### src/rtl/sub_tx_c.sv
// sub_tx_c: framed serial transmitter (start, LSB-first data, optional parity, stop)
// with a valid/ready word input and fully registered outputs.
module sub_tx_c #(
   parameter int DATA_W     = 8,
   parameter int DIV        = 4,
   parameter int PARITY_EN  = 1,
   parameter int PARITY_ODD = 0
) (
   input  logic              testi_clk_c,
   input  logic              testi_rst_c,
   input  logic [DATA_W-1:0] testi_data_c,
   input  logic              testi_valid_c,
   output logic              testo_ready_c,
   output logic              testo_ser_c,
   output logic              testo_busy_c,
   output logic              testo_parity_c,
   output logic              testo_done_c
);
   localparam int DW = DIV > 1 ? $clog2(DIV) : 1;
   localparam int BW = $clog2(DATA_W) + 1;
   typedef enum logic [2:0] {IDLE, START, DATA, PAR, STOP} state_t;
   state_t            state_q, state_d;
   logic [DW-1:0]     div_q, div_d;
   logic [BW-1:0]     bit_q, bit_d;
   logic [DATA_W-1:0] shift_q, shift_d;
   logic              par_q, par_d, ser_q, ser_d, ready_q, ready_d;
   logic              busy_q, busy_d, done_q, done_d, tick, last;
   assign tick = div_q == DW'(DIV - 1);
   assign last = bit_q == BW'(DATA_W - 1);
   always_comb begin
      state_d = state_q;
      div_d   = div_q;
      bit_d   = bit_q;
      shift_d = shift_q;
      par_d   = par_q;
      done_d  = 1'b0;
      if (state_q == IDLE) begin
         div_d = '0;
         if (testi_valid_c && ready_q) begin
            state_d = START;
            shift_d = testi_data_c;
            par_d   = ^testi_data_c;
         end
      end else begin
         div_d = tick ? '0 : div_q + 1'b1;
         if (tick) begin
            case (state_q)
               START: state_d = DATA;
               DATA: begin
                  shift_d = shift_q >> 1;
                  bit_d   = last ? '0 : bit_q + 1'b1;
                  if (last) state_d = PARITY_EN != 0 ? PAR : STOP;
               end
               PAR: state_d = STOP;
               STOP: begin
                  state_d = IDLE;
                  done_d  = 1'b1;
               end
               default: state_d = IDLE;
            endcase
         end
      end
      // outputs are derived from the next state so the line moves on the same edge as the state
      ser_d   = state_d == START ? 1'b0 :
                state_d == DATA  ? shift_d[0] :
                state_d == PAR   ? par_d ^ 1'(PARITY_ODD) : 1'b1;
      ready_d = state_d == IDLE;
      busy_d  = state_d != IDLE;
   end
   always_ff @(posedge testi_clk_c) begin
      if (testi_rst_c) begin
         state_q <= IDLE;
         div_q   <= '0;
         bit_q   <= '0;
         shift_q <= '0;
         par_q   <= 1'b0;
         ser_q   <= 1'b1;
         ready_q <= 1'b1;
         busy_q  <= 1'b0;
         done_q  <= 1'b0;
      end else begin
         state_q <= state_d;
         div_q   <= div_d;
         bit_q   <= bit_d;
         shift_q <= shift_d;
         par_q   <= par_d;
         ser_q   <= ser_d;
         ready_q <= ready_d;
         busy_q  <= busy_d;
         done_q  <= done_d;
      end
   end
   assign testo_ready_c  = ready_q;
   assign testo_ser_c    = ser_q;
   assign testo_busy_c   = busy_q;
   assign testo_parity_c = par_q;
   assign testo_done_c   = done_q;
endmodule
### config.mk
export PLATFORM = sky130hd
export DESIGN_NAME = sub_tx_c
export DESIGN_NICKNAME = d
export VERILOG_FILES = /design/src/rtl/sub_tx_c.sv
export SDC_FILE = /design/constraint.sdc
export NUM_CORES = 1
export LEC_CHECK = 0
export ABC_AREA = 1
export ABC_CLOCK_PERIOD_IN_PS = 1400
export CAP_MARGIN = 0
export CORE_MARGIN = 5
export CORE_UTILIZATION = 30
export CTS_CLUSTER_DIAMETER = 80
export DETAILED_ROUTE_END_ITERATION = 10
export PLACE_DENSITY_LB_ADDON = 0.08
export SLEW_MARGIN = 40
export SYNTH_ARGS = -nofsm -noshare
export SYNTH_HDL_FRONTEND = slang
export SYNTH_SLANG_ARGS = --single-unit
### constraint.sdc
create_clock -name testi_clk_c -period 1.4 [get_ports testi_clk_c]
set_input_delay 0.14 -clock testi_clk_c [delete_from_list [all_inputs] [get_ports testi_clk_c]]
set_output_delay 0.14 -clock testi_clk_c [all_outputs]
set_load 0.02 [all_outputs]
==> results.tsv <==
metric	value	unit
largest net degree at the start of global routing	13	
fin crit share	96.4	%
gr busiest metal	met2	
Reg2Reg Launch Point	div_q[0]	
Max-slew headroom	75.7	%
top cells by count, synth	nand2_1, dfxtp_1, nor2_1, inv_1, nand3_1	
min cycle time layout	1.35	ns
Hold EP	div_q[0]	
Inverters, non-clock	22	
synth warn	0	
Post-synth seq share	38.6	%
fmax	0.741	GHz
TritonCTS clock tree	yes	
met1 Track Usage GR	13.6	%
post-synthesis cell count	167	
DIE AREA	5140	µm²
max incr delay on CP	0.35	ns
clk pwr	459	µW
NonClk Buf Share	13.2	%
FILL cells	429	
Static Leak	0.000691	µW
Reg clk slew, reported paths	0.08	ns
top cell category	combinational gates	
tapcell count	48	
initial antenna violation count	0	
PwrDens	961	nW/µm²
status	complete, no violations	
Cells after DPL	235	
RSZ-0062 raised after global routing	yes	
Fin. Hold Viols	0	
==> state kept, by name, summed over array words and instances, names as in the netlist <==
signal,cells
div_q,2
testo_ser_c,1
testo_done_c,1
testo_ready_c,1
shift_q,8
state_q,3
testo_busy_c,1
testo_parity_c,1
bit_q,4
==> layout by cell type (no fill, tap or decap), types with 2 or more instances in the layout <==
cell	instances
a21oi_2	3
inv_1	15
clkbuf_8	4
nor2_4	2
nand3_2	2
xor2_1	2
nand2_4	2
clkdlybuf4s50_1	14
dfxtp_1	21
nand3_1	10
ha_2	2
nor2_1	15
nand2_1	64
a31oi_1	6
inv_2	5
nor2_2	2
buf_4	6
Fig. 1: power grid
Scale: 4 px per µm. Pins as bars on the die edge. Tap cells in gray.
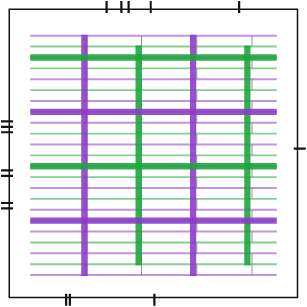
legend:
  VDD:
    color: green
  VSS:
    color: purple
met4 straps: 4
signal pins: 16
rows: 22
Chip Width: 71.7 µm
Die Ht: 71.7 µm
core area: 3690 µm²
worst vdd ir: 0.299 mV

Fig. 2: M2 wires
Scale: 4 px per µm.
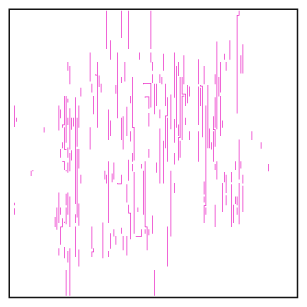
wire length on this layer: 1,110 µm
longest straight run: 26.5 µm
share of all routed wire: 47%
nets with wire on the layer: 159
main direction: vertical

Fig. 3: clock wiring as the flow saved it
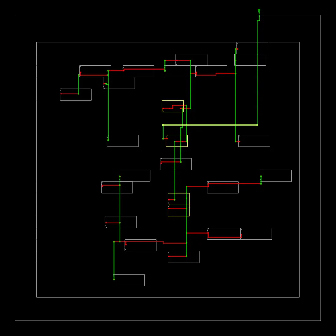
Final Skew: 0.00251 ns
final-layout clock buffer total: 4

Fig. 4: routed metal, one color a layer
Scale: 4 px per µm.
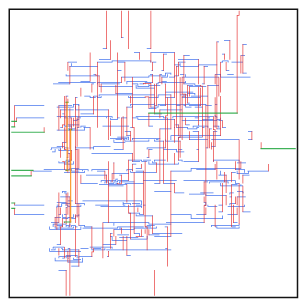
legend:
  metal 2:
    color: red
    wire_length: 1,110 µm
  metal 4:
    color: orange
    wire_length: 40.1 µm
  metal 3:
    color: green
    wire_length: 54.3 µm
  metal 1:
    color: blue
    wire_length: 1,170 µm
total number of vias: 1,044
final wirelength: 2370 µm
DR WL/cell: 9.92 µm

Power and IR drop assume default switching activity.
